Run 1, metal 1:
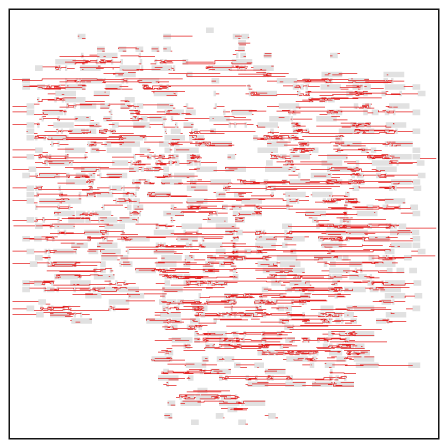
Run 1, met2 routing:
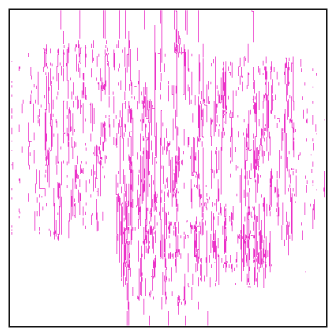
Run 1, the metal 3 layer:
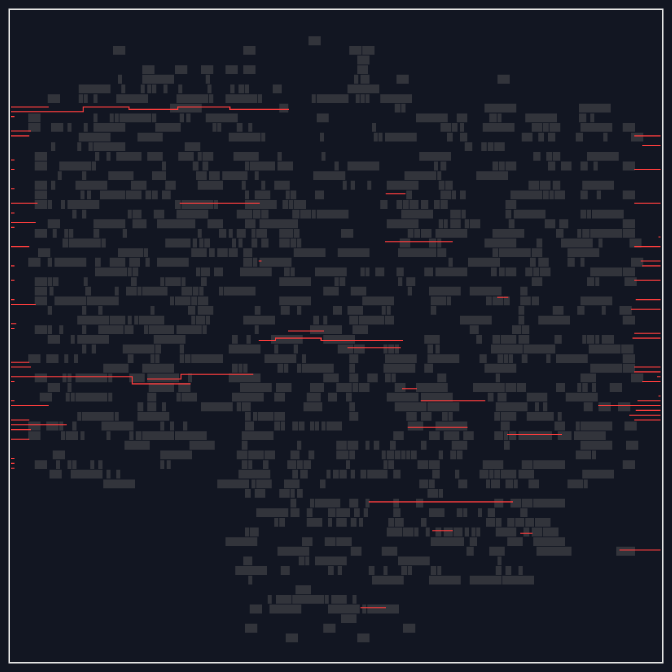
$ cat config.mk
export PLATFORM = sky130hd
export DESIGN_NAME = tensor_output_accumulator
export DESIGN_NICKNAME = d
export VERILOG_FILES = /design/src/rtl/tensor_acc_pkg.sv /design/src/rtl/tensor_lane_sum_tree.sv /design/src/rtl/tensor_output_accumulator.sv
export SDC_FILE = /design/constraint.sdc
export NUM_CORES = 1
export LEC_CHECK = 0
export CORE_MARGIN = 5
export CORE_UTILIZATION = 25
export CTS_CLUSTER_DIAMETER = 120
export DETAILED_ROUTE_END_ITERATION = 8
export PLACE_DENSITY_LB_ADDON = 0.12
export REMOVE_ABC_BUFFERS = 1
export SLEW_MARGIN = 40
export SYNTH_ARGS = -nofsm -noshare
export SYNTH_HDL_FRONTEND = slang
export SYNTH_SLANG_ARGS = --single-unit
$ cat constraint.sdc
create_clock -name clk -period 4.65 [get_ports clk]
set_clock_uncertainty 0.2 [all_clocks]
set_input_delay 0.93 -clock clk [delete_from_list [all_inputs] [get_ports clk]]
set_output_delay 0.93 -clock clk [all_outputs]
set_load 0.01 [all_outputs]
$ cat src/rtl/tensor_acc_pkg.sv
// Shared width constants and sizing helpers for the tensor output accumulator
// and the result writeback stage that consumes its output.
package tensor_acc_pkg;

    localparam int DEF_NUM_IN = 4;
    localparam int DEF_IN_W   = 8;
    localparam int DEF_BIAS_W = 4;
    localparam int DEF_ACC_W  = 24;
    localparam int DEF_OUT_W  = 16;
    localparam int BEATS_W    = 16;

    function automatic int clog2_int(input int value);
        int result;
        result = 0;
        while ((1 << result) < value) begin
            result = result + 1;
        end
        return result;
    endfunction

    // One guard bit beyond the lane growth keeps the bias add from overflowing.
    function automatic int sum_width(input int num_in, input int in_w);
        return in_w + clog2_int(num_in + 1) + 1;
    endfunction

    function automatic longint sat_max(input int out_w);
        return (longint'(1) <<< (out_w - 1)) - 1;
    endfunction

    function automatic longint sat_min(input int out_w);
        return -(longint'(1) <<< (out_w - 1));
    endfunction

endpackage

$ cat src/rtl/tensor_lane_sum_tree.sv
// Combinational signed sum of NUM_IN packed partial-product lanes plus a bias,
// every operand sign-extended to SUM_W before it is added.
module tensor_lane_sum_tree
    import tensor_acc_pkg::*;
#(
    parameter int NUM_IN = DEF_NUM_IN,
    parameter int IN_W   = DEF_IN_W,
    parameter int BIAS_W = DEF_BIAS_W,
    parameter int SUM_W  = sum_width(NUM_IN, IN_W)
) (
    input  logic [NUM_IN*IN_W-1:0] i_lanes,
    input  logic [BIAS_W-1:0]      i_bias,
    output logic [SUM_W-1:0]       o_sum
);

    logic signed [SUM_W-1:0] w_total;

    always_comb begin
        // NOTE: assigned first on every pass so the block cannot infer a latch.
        w_total = SUM_W'($signed(i_bias));
        for (int i = 0; i < NUM_IN; i++) begin
            w_total = w_total + SUM_W'($signed(i_lanes[i*IN_W +: IN_W]));
        end
    end

    assign o_sum = w_total;

endmodule

$ cat src/rtl/tensor_output_accumulator.sv
// Streaming K-tile accumulator: beat register -> lane sum -> group accumulate,
// with optional saturation and valid/ready flow control on both sides.
module tensor_output_accumulator
    import tensor_acc_pkg::*;
#(
    parameter int NUM_IN = DEF_NUM_IN,
    parameter int IN_W   = DEF_IN_W,
    parameter int BIAS_W = DEF_BIAS_W,
    parameter int ACC_W  = DEF_ACC_W,
    parameter int OUT_W  = DEF_OUT_W
) (
    input  logic                   clk,
    input  logic                   rst,
    input  logic                   in_valid,
    output logic                   in_ready,
    input  logic [NUM_IN*IN_W-1:0] in_data,
    input  logic [BIAS_W-1:0]      in_bias,
    input  logic                   in_last,
    input  logic                   sat_en,
    output logic                   out_valid,
    input  logic                   out_ready,
    output logic [OUT_W-1:0]       out_data,
    output logic [BEATS_W-1:0]     out_beats,
    output logic                   sat_flag
);

    localparam int SUM_W = sum_width(NUM_IN, IN_W);
    localparam logic signed [ACC_W-1:0] ACC_MAX   = ACC_W'(sat_max(OUT_W));
    localparam logic signed [ACC_W-1:0] ACC_MIN   = ACC_W'(sat_min(OUT_W));
    localparam logic [BEATS_W-1:0]      BEATS_MAX = '1;

    logic                    w_stall;
    logic [SUM_W-1:0]        w_sum;
    logic signed [ACC_W-1:0] w_final;
    logic                    w_over;
    logic                    w_under;
    logic [OUT_W-1:0]        w_result;
    logic [BEATS_W-1:0]      w_cnt_inc;

    logic                    r_b_valid;
    logic [NUM_IN*IN_W-1:0]  r_b_data;
    logic [BIAS_W-1:0]       r_b_bias;
    logic                    r_b_last;

    logic                    r_s1_valid;
    logic signed [SUM_W-1:0] r_s1_sum;
    logic                    r_s1_last;

    logic signed [ACC_W-1:0] r_acc;
    logic [BEATS_W-1:0]      r_cnt;
    logic                    r_out_valid;
    logic [OUT_W-1:0]        r_out_data;
    logic [BEATS_W-1:0]      r_out_beats;
    logic                    r_sat_flag;

    // A held result freezes the whole pipeline; nothing is ever dropped.
    assign w_stall  = r_out_valid && !out_ready;
    assign in_ready = !w_stall;

    always_ff @(posedge clk or negedge rst) begin
        if (!rst) begin
            r_b_valid <= 1'b0;
            r_b_data  <= '0;
            r_b_bias  <= '0;
            r_b_last  <= 1'b0;
        end else if (!w_stall) begin
            // NOTE: non-blocking so each stage samples its predecessor's pre-edge value.
            r_b_valid <= in_valid;
            r_b_data  <= in_data;
            r_b_bias  <= in_bias;
            r_b_last  <= in_last;
        end
    end

    tensor_lane_sum_tree #(
        .NUM_IN (NUM_IN),
        .IN_W   (IN_W),
        .BIAS_W (BIAS_W),
        .SUM_W  (SUM_W)
    ) u_sum_tree (
        .i_lanes (r_b_data),
        .i_bias  (r_b_bias),
        .o_sum   (w_sum)
    );

    always_ff @(posedge clk or negedge rst) begin
        if (!rst) begin
            r_s1_valid <= 1'b0;
            r_s1_sum   <= '0;
            r_s1_last  <= 1'b0;
        end else if (!w_stall) begin
            r_s1_valid <= r_b_valid;
            r_s1_sum   <= w_sum;
            r_s1_last  <= r_b_last;
        end
    end

    assign w_final   = r_acc + ACC_W'(r_s1_sum);
    assign w_over    = w_final > ACC_MAX;
    assign w_under   = w_final < ACC_MIN;
    assign w_cnt_inc = (r_cnt == BEATS_MAX) ? BEATS_MAX : r_cnt + BEATS_W'(1);

    always_comb begin
        w_result = w_final[OUT_W-1:0];
        if (sat_en && w_over) begin
            w_result = ACC_MAX[OUT_W-1:0];
        end else if (sat_en && w_under) begin
            w_result = ACC_MIN[OUT_W-1:0];
        end
    end

    always_ff @(posedge clk or negedge rst) begin
        if (!rst) begin
            r_acc       <= '0;
            r_cnt       <= '0;
            r_out_valid <= 1'b0;
            r_out_data  <= '0;
            r_out_beats <= '0;
            r_sat_flag  <= 1'b0;
        end else if (!w_stall) begin
            // A handshake and a new result on the same edge keeps valid high.
            r_out_valid <= r_s1_valid && r_s1_last;
            if (r_s1_valid) begin
                if (r_s1_last) begin
                    r_out_data  <= w_result;
                    r_out_beats <= w_cnt_inc;
                    r_acc       <= '0;
                    r_cnt       <= '0;
                    if (sat_en && (w_over || w_under)) begin
                        r_sat_flag <= 1'b1;
                    end
                end else begin
                    r_acc <= w_final;
                    r_cnt <= w_cnt_inc;
                end
            end
        end
    end

    assign out_valid = r_out_valid;
    assign out_data  = r_out_data;
    assign out_beats = r_out_beats;
    assign sat_flag  = r_sat_flag;

endmodule

==> commit_impl_results.txt, run 1 <==
Refresh implementation metrics

* Avg Inst Size Synth: 9.31 um2
* Capturing element type of the critical path: flip-flop
- Routability congestion estimate from global placement: 0.760
- Among all cell types in the netlist, the one instantiated most often is sky130_fd_sc_hd__nand2_1.
* Crit path DAT: 4480 ps
- At the pin with the least slew margin, the transition time is 752 ps.
* Clock edge transition at the registers on the reported setup and hold paths: 60 ps
- Per the detail_route log, the uppermost layer with routed signals is met4.
* Worst setup path endpoint: r_s1_sum[11]
- Top cells by count: 173 x sky130_fd_sc_hd__nand2_1, 126 x sky130_fd_sc_hd__dfrtp_1, 69 x sky130_fd_sc_hd__a21oi_1
* Wire length of the first global-routing pass: 32,500 um
- The worst setup path is of the flip-flop to flip-flop kind.
- Gate Count Post-Synth: 814
* Final clock period utilization by the worst path: 93.5%
* Share of the synthesized area in the top cell type: 41.6%
- Final cell area excluding filler cells: 0.00942 mm2
- FF+latch count, synth: 126
- Multiplexer cells account for 0.132% of the synthesized area.
- Of the combinational cells, the family taking the most area is AND-OR/OR-AND gates.
- The tool warning count for the run is 25.
- The longest clock path from root to sink contains 2 buffers.
* Biggest area consumer among synthesized cells: sky130_fd_sc_hd__dfrtp_1
* Total negative slack for setup checks: 0 ps
- The final layout report lists a non-clock buffer count of 92.
- Hold-fix buffers at CTS: 0
- Per the run summary, max-cap violations total 0.
- Seq/total area: 33.5%
* Simple-Gate Area Share: 15.9%
* Multi-input gates: 603
- Sink Count: 126
* Number of antenna violations at the first check in global routing: 0
* Count of library flops with an enable pin: 0
- The count of cells in the finished layout, fillers not included, comes to 1,290.
- As logged by OpenROAD, the buffers inserted on ports number 76.
- For this block, the initial DRC count from the detailed router was 307.
- The number of cells reported by Yosys stat comes to 814.
* Post-Synthesis Cell Area: 0.00758 mm2
- Fraction of final layout cells sized beyond drive strength 1: 9.78%
* Top-level port count: 77
* Die Footprint: 0.0339 mm2
- After floorplanning, the core was divided into 63 placement rows.
* Global-route congestion overflow total: 0
- Among all flip-flop cells after synthesis, the most frequent one is sky130_fd_sc_hd__dfrtp_1.
- Per the placement report, the placed cell count is 1,257.
* Clock latency at the later pin of the worst-skew pair: 410 ps
- The top cell type in the final layout, fill and taps aside, is sky130_fd_sc_hd__nand2_1.
- Nets still carrying antenna violations after routing amount to 0.
- Global routing consumed, over all layers together, 11.9% of the routing resources.
* CP max stage cell: sky130_fd_sc_hd__fa_1
- Largest stage delay on the critical path: 540 ps
* Post-Synth XOR/XNOR Area: 5.27%
- Layout non-clock buf frac: 9.61%
- Looking at the reg2reg group, the worst path starts from r_b_data[1].
* Sequential share of the synthesized area: 41.6%
* Dpl cell area: 0.00879 mm2
- Across the whole layout, storage elements account for 0.00315 mm2.
- Relative slew margins: 49.8%
- STA on the placed design reports a worst setup slack of 167 ps.
* Unrepaired setup endpoints after global routing: false
- Run status: finished, final reports clean
* Leading cell types in the layout, fill and taps excluded: 173 x sky130_fd_sc_hd__nand2_1, 126 x sky130_fd_sc_hd__dfrtp_1, 75 x sky130_fd_sc_hd__clkdlybuf4s50_1
* Vias in the first global route: 6,179
- Core outline area: 0.0298 mm2
- Largest registers: r_b_data: 32 flops, r_acc: 24 flops
Back to the opening pictures, 'metal 1':
The layer carries 9,580 um of wire. The wires run mostly horizontal. 913 nets have wire on it. The longest straight run is 51.5 um. The layer holds 50% of the routed length.
met1 global-route usage: 16.5%
overall via count from detail_route: 5,813
total length of routed wires: 19,100 um

Back to the opening pictures, 'met2 routing':
764 nets have wire on it. The wires run mostly vertical. The layer holds 46% of the routed length. The longest straight run is 65.6 um.
GRT met2 Usage: 19.2%

Back to the opening pictures, 'the metal 3 layer':
The layer carries 656 um of wire. 65 nets have wire on it. The wires run mostly horizontal. The layer holds 3.4% of the routed length. The longest straight run is 40.5 um.
GRT met3 Usage: 2.39%

Run 1, routing congestion map:
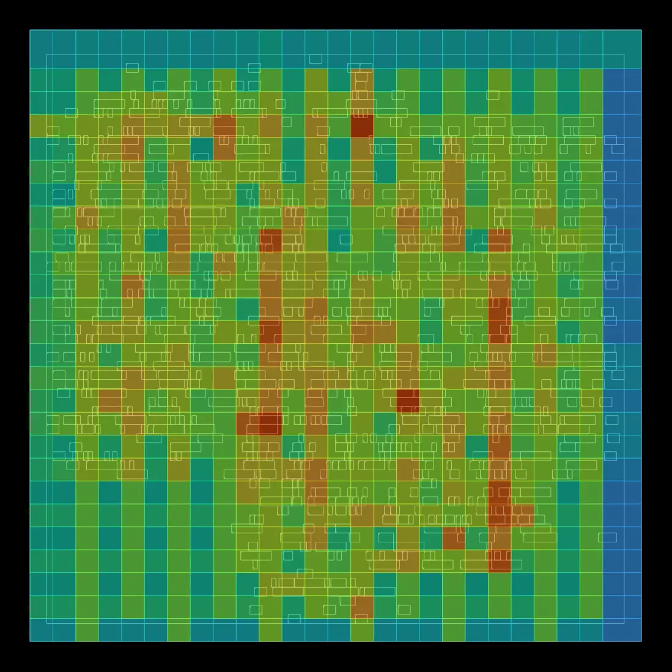

--- run 2 (diff from run 1) ---
--- a/config.mk
+++ b/config.mk
@@ -9,6 +9,7 @@
 export CORE_UTILIZATION = 25
 export CTS_CLUSTER_DIAMETER = 120
 export DETAILED_ROUTE_END_ITERATION = 8
+export MAX_ROUTING_LAYER = met4
 export PLACE_DENSITY_LB_ADDON = 0.12
 export REMOVE_ABC_BUFFERS = 1
 export SLEW_MARGIN = 40
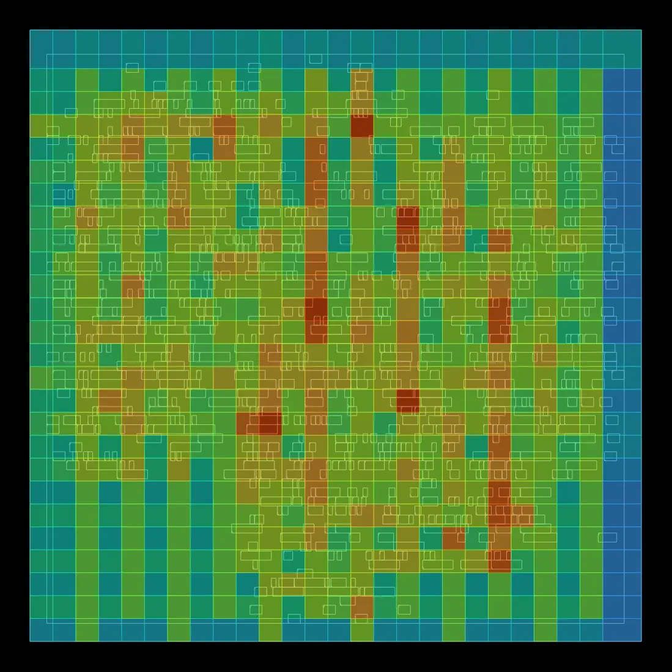
Run 2: routing congestion map
met1 global-route usage: 16.6%
GRT met3 Usage: 2.37%

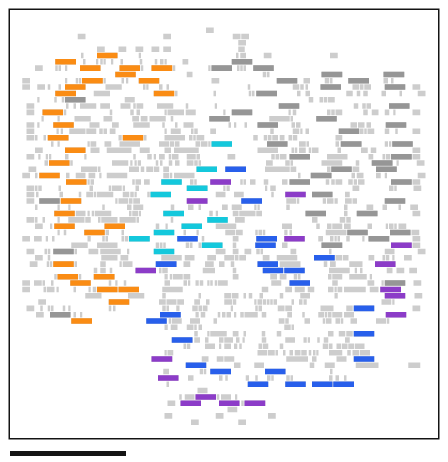
Run 2: where the registers sit
Scale bar: 50 um.
Purple stands for out_data, placed flops 16. Orange stands for r_b_data, placed flops 32. Blue stands for r_acc, placed flops 24. Cyan stands for r_s1_sum, placed flops 12, where middle.
Another 42 sequential cells are not coloured.
Register Area: 0.00315 mm2
Seq/total area: 33.5%
core occupancy in the finished layout: 31.6%

==> run 2 against run 1 <==
Against the previous run:
- highest routed layer unchanged
- count of clock-buffer cells in the layout did not move
- worst hold slack improved by 2.7 ps
- critical path type unchanged
==> commit_impl_results.txt, run 2 <==
Refresh implementation metrics

- Run status: finished, final reports clean
- Slew at the pin closest to its max-slew limit: 752 ps (-0.00143 ps)
- The sequential-to-total area share from yosys stat was 41.6% (unchanged).
* Maxcap violations: 0 (unchanged)
- Overall via count from detail_route: 5,820 (+0.12%)
- By instance count after routing, the leading logic cell type is sky130_fd_sc_hd__nand2_1.
- Wire length of the first global-routing pass: 32,500 um (about the same)
* Hold-fix buffers at CTS: 0 (unchanged)
- Dpl cell area: 0.00879 mm2 (unchanged)
* Biggest area consumer among synthesized cells: sky130_fd_sc_hd__dfrtp_1
- Count of different cell masters after synthesis: 68
- Largest registers: r_b_data: 32 flops, r_acc: 24 flops
* Relative slew margins: 49.8% (about the same)
* OpenROAD warning count: 25 (unchanged)
- The mean instance size in the synthesized netlist came to 9.31 um2 (unchanged).
- Total negative slack for setup checks: 0 ps (unchanged)
- The worst-case setup slack after placement is 167 ps (unchanged).
* Top cells by count: 173 x sky130_fd_sc_hd__nand2_1, 126 x sky130_fd_sc_hd__dfrtp_1, 69 x sky130_fd_sc_hd__a21oi_1
- The fraction of the mapped netlist area in simple logic gates is 15.9% (unchanged).
- The instance count after placement with tap cells included was 1,257 (unchanged).
* Remaining number of nets flagged by the antenna check after routing: 0 (unchanged)
* Top-level port count: 77 (unchanged)
- The XOR/XNOR share of the synthesized area is 5.27% (unchanged).
* Fraction of final layout cells sized beyond drive strength 1: 9.78% (unchanged)
- The post-CTS clock slew at the launch and capture registers of the worst setup and hold paths came to 60 ps (about the same).
* Synth Flop Type: sky130_fd_sc_hd__dfrtp_1
- Wire length on met1: 9700 um
- Global-route congestion overflow total: 0 (unchanged)
* Buffers, non-clock: 92 (unchanged)
- The critical path's slowest stage uses the library cell sky130_fd_sc_hd__fa_1.
- Number of design-rule violations left by the first detailed-router iteration: 274 (-11%)
- Among the non-sequential cells, AND-OR/OR-AND gates take the most area.
* FF+latch count, synth: 126 (unchanged)
* Gr usage total: 12.3% (+0.36 points)
- Vias in the first global route: 6,169 (-0.16%)
* Layout non-clock buf frac: 9.61% (unchanged)
- The maximum single-stage delay on the critical path was 540 ps (about the same).
* Multi-input gates: 603 (unchanged)
* Core outline area: 0.0298 mm2 (unchanged)
* Non-filler instance count after layout: 1,290 (unchanged)
* Number of antenna violations at the first check in global routing: 0 (unchanged)
- Yosys Instances: 814 (unchanged)
* Routability congestion estimate from global placement: 0.770 (+1.3%)
- The filler cells instantiated in the layout total 3,146.
- The count of library flops with an enable pin is 0 (unchanged).
* Leading cell types in the layout, fill and taps excluded: 173 x sky130_fd_sc_hd__nand2_1, 126 x sky130_fd_sc_hd__dfrtp_1, 75 x sky130_fd_sc_hd__clkdlybuf4s50_1
- The most critical setup path has its endpoint at r_s1_sum[11].
- The number of I/O port buffers is 76 (unchanged).
- The CTS sink count came to 126 (unchanged).
- Critical path class: flip-flop to flip-flop
- In the post-synthesis netlist, the cell with the most instances is sky130_fd_sc_hd__nand2_1.
- The global routing usage on met2 was 19.2% (about the same).
* Crit path DAT: 4480 ps (about the same)
- The insertion delay at the late pin of the worst-skew pair is 420 ps (about the same).
- Sorting the synthesized cells by area gives the leading types as sky130_fd_sc_hd__dfrtp_1 42%, sky130_fd_sc_hd__nand2_1 8.6%, sky130_fd_sc_hd__ha_1 6.9%.
* Post-Synthesis Cell Area: 0.00758 mm2 (unchanged)
- The final clock period utilization by the worst path is 93.5% (about the same).
- The maximum count of clock buffers along a single path came to 2 (unchanged).
* Top routing layer used: met4
* R2r startpoint: r_b_data[1]
* Standard-cell row count: 63 (unchanged)
* Post-synthesis mux area share: 0.132% (unchanged)
- Die Footprint: 0.0339 mm2 (unchanged)
* Met2 wire len: 8760 um
- Fraction of area in clock buffers and inverters: 6.32%
- STA classifies the critical path endpoint as a flip-flop.
- Gate Count Post-Synth: 814 (unchanged)
- The register with the most flip-flops in the layout has 32 of them.
- Share of the synthesized area in the top cell type: 41.6% (unchanged)
Run 2, met2 routing:
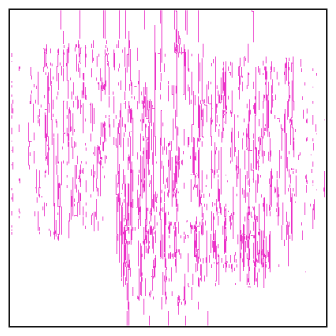

--- run 3 (diff from run 2) ---
--- a/config.mk
+++ b/config.mk
@@ -6,8 +6,9 @@
 export NUM_CORES = 1
 export LEC_CHECK = 0
 export CORE_MARGIN = 5
-export CORE_UTILIZATION = 25
+export CORE_UTILIZATION = 51
 export CTS_CLUSTER_DIAMETER = 120
+export CTS_CLUSTER_SIZE = 10
 export DETAILED_ROUTE_END_ITERATION = 8
 export MAX_ROUTING_LAYER = met4
 export PLACE_DENSITY_LB_ADDON = 0.12
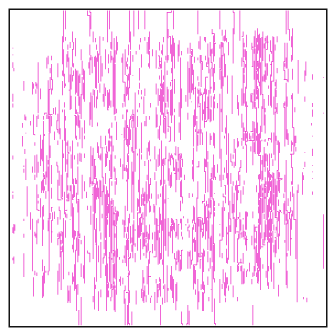
Run 3: met2 routing
The layer carries 8,430 um of wire. The wires run mostly vertical.
GRT met2 Usage: 35.0%
overall via count from detail_route: 6,036
total length of routed wires: 17,100 um

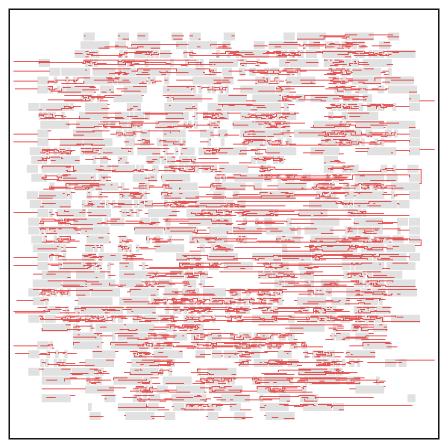
Run 3: metal 1
met1 global-route usage: 25.9%

==> run 3 against run 2 <==
Against the previous run:
- worst hold slack improved by 57 ps
- die area fell by 49%
- setup slack better by 15 ps
- final cell count shrank 16%
- critical path depth did not move
- sequential share of layout area is 1.3 points higher
- utilization is 31 points higher
- critical endpoint unchanged
==> commit_impl_results.txt, run 3 <==
Refresh implementation metrics

- Sequential cell count of the final layout: 126
- Wire length on met3: 738 um
- Post-synthesis async set-or-reset flop share: 100%
- Gate Count Post-Synth: 814 (unchanged)
* OpenROAD warning count: 25 (unchanged)
- The maximum count of clock buffers along a single path came to 2 (unchanged).
- TritonCTS clock tree: done
- The most critical setup path has its endpoint at r_s1_sum[11].
- Adders+Majority by Area: 12.5%
- Final layout net count: 989
- For this run, the detailed router reports a per-instance via density of 5.59.
* FILL cells: 1,253 (-60%)
- Wire length of the first global-routing pass: 29,600 um (-8.7%)
- The post-CTS clock slew at the launch and capture registers of the worst setup and hold paths came to 50 ps (about the same).
* Largest registers: r_b_data: 32 flops, r_acc: 24 flops
- Final routed wire length divided by cell count: 15.9 um
- Fraction of final layout cells sized beyond drive strength 1: 8.72% (-1.1 points)
- Worst hold path cell count: 2
- In this run, CTS created clock tree buffers numbering 17.
* Simple-Gate Area Share: 15.9% (unchanged)
- Final cell area excluding filler cells: 0.00908 mm2
- The actual slew at the worst max-slew pin came to 786 ps (+33.5 ps).
- Global-route congestion overflow total: 0 (unchanged)
- Fraction of area in clock buffers and inverters: 6.38% (+0.063 points)
- X dimension of the die: 132 um
* CP max stage cell: sky130_fd_sc_hd__fa_1
- Sink Count: 126 (unchanged)
- Total negative slack for setup checks: 0 ps (unchanged)
- The maximum single-stage delay on the critical path was 540 ps (about the same).
- The data arrival time of the worst path is 4480 ps (about the same).
- Area growth from synthesis to layout: 19.7%
- After layout, the worst setup slack is 318 ps.
- Maximum fanout along the worst path: 3
* Multi-input gates: 603 (unchanged)
* Post-Synthesis Cell Area: 0.00758 mm2 (unchanged)
* Cell Count Post-Placement: 1,049 (-17%)
- Number of buffers added on ports: 76 (unchanged)
* Cell types occupying the most area after synthesis: sky130_fd_sc_hd__dfrtp_1 42%, sky130_fd_sc_hd__nand2_1 8.6%, sky130_fd_sc_hd__ha_1 6.9%
- Number of flip-flops under the largest register name: 32 (unchanged)
* Hold_ws: 271 ps
- The count of hold buffers inserted by post-cts repair was 0 (unchanged).
* Yosys Instances: 814 (unchanged)
- Multi-input gates account for 45.0% of the area.
* Capturing element type of the critical path: flip-flop
- Die boundary height: 132 um
- Number of design-rule violations left by the first detailed-router iteration: 340 (+24%)
* Core outline area: 0.0145 mm2 (-51%)
- GRT met3 Usage: 5.46% (+3.1 points)
- Number of antenna violations at the first check in global routing: 0 (unchanged)
* Critical path class: flip-flop to flip-flop
- The fraction of area in registers was 34.7% (+1.3 points).
- The layout has 48 inverters outside the clock class.
- The register with the most flip-flops in the final layout is r_b_data.
- Clock root buffer: sky130_fd_sc_hd__clkbuf_16
- Die Footprint: 0.0174 mm2 (-49%)
- Per the final report, max-transition violations number 0.
* Clock latency at the later pin of the worst-skew pair: 420 ps (about the same)
* Non-filler instance count after layout: 1,079 (-16%)
- Met2 wire len: 8430 um (-3.8%)
- The XOR/XNOR share of the synthesized area is 5.27% (unchanged).
- In this run the number of cells on the critical path is 17.
- Share of the synthesized area in the top cell type: 41.6% (unchanged)
- Count of different cell masters after synthesis: 68 (unchanged)
- The worst-case headroom to the max-slew limit came to 47.6% (-2.2 points).
- Final clock period utilization by the worst path: 93.2% (-0.31 points)
* Biggest area consumer among cell classes: multi-input combinational cells
- Top-level port count: 77 (unchanged)
- The max-capacitance violation count was 0 (unchanged).
- Register Area: 0.00315 mm2 (unchanged)
- Total number of H-tree levels: 4
- In the layout the commonest cells are 173 x sky130_fd_sc_hd__nand2_1, 126 x sky130_fd_sc_hd__dfrtp_1, 75 x sky130_fd_sc_hd__clkdlybuf4s50_1.
* Gr usage total: 21.3% (+9.0 points)
- # clk buffers: 22
- The core utilization of the finished layout is 62.4% (+31 points).
- Among the non-sequential cells, AND-OR/OR-AND gates take the most area.
- Detail Placement HPWL: 12,300 um
- The routed length on met1 is 7700 um (-21%).
* Layout non-clock buf frac: 9.35% (-0.27 points)
* Highest-count logic cell in the final layout: sky130_fd_sc_hd__nand2_1
- Looking at hold timing, the worst path starts from r_b_valid.
- STA lists the startpoint of the worst register-to-register path as r_b_data[1].
- Post-synthesis mux area share: 0.132% (unchanged)
* Standard-cell row count: 44 (-30%)
* Buffers, non-clock: 88 (-4.3%)
* Worst slack at placement: 161 ps (-5.70 ps)
* Dpl cell area: 0.00850 mm2 (-3.3%)
- The final weighted congestion of routability-driven global placement was 0.882 (+15%).
* Capture endpoint of the worst hold path: r_b_valid
- For flop-to-flop paths, the worst setup slack is 320 ps.
- Aoi share: 20.1%
* Top cells by count: 173 x sky130_fd_sc_hd__nand2_1, 126 x sky130_fd_sc_hd__dfrtp_1, 69 x sky130_fd_sc_hd__a21oi_1
- Top routing layer used: met4
* Count of library flops with an enable pin: 0 (unchanged)
- The sequential-to-total area share from yosys stat was 41.6% (unchanged).
* Setup-violating endpoint count in the final report: 0
- Post-synth the commonest register cell is sky130_fd_sc_hd__dfrtp_1.
* Warnings from Yosys: 0
- The synthesis-stage register bit count is 126 (unchanged).
- The flow ran to the end, and the final reports show no timing, DRC or antenna violations.
* Avg Inst Size Synth: 9.31 um2 (unchanged)
* Remaining number of nets flagged by the antenna check after routing: 0 (unchanged)
* Biggest area consumer among synthesized cells: sky130_fd_sc_hd__dfrtp_1
- Dominant cell by count in the synthesized netlist: sky130_fd_sc_hd__nand2_1
* Post-cts sizing count: 0
- Vias in the first global route: 6,229 (+0.97%)
* # Post-CTS Setup Buffers: 0
* Num tapcells: 184
- The capture point of the worst register-to-register path is recorded as r_s1_sum[11].
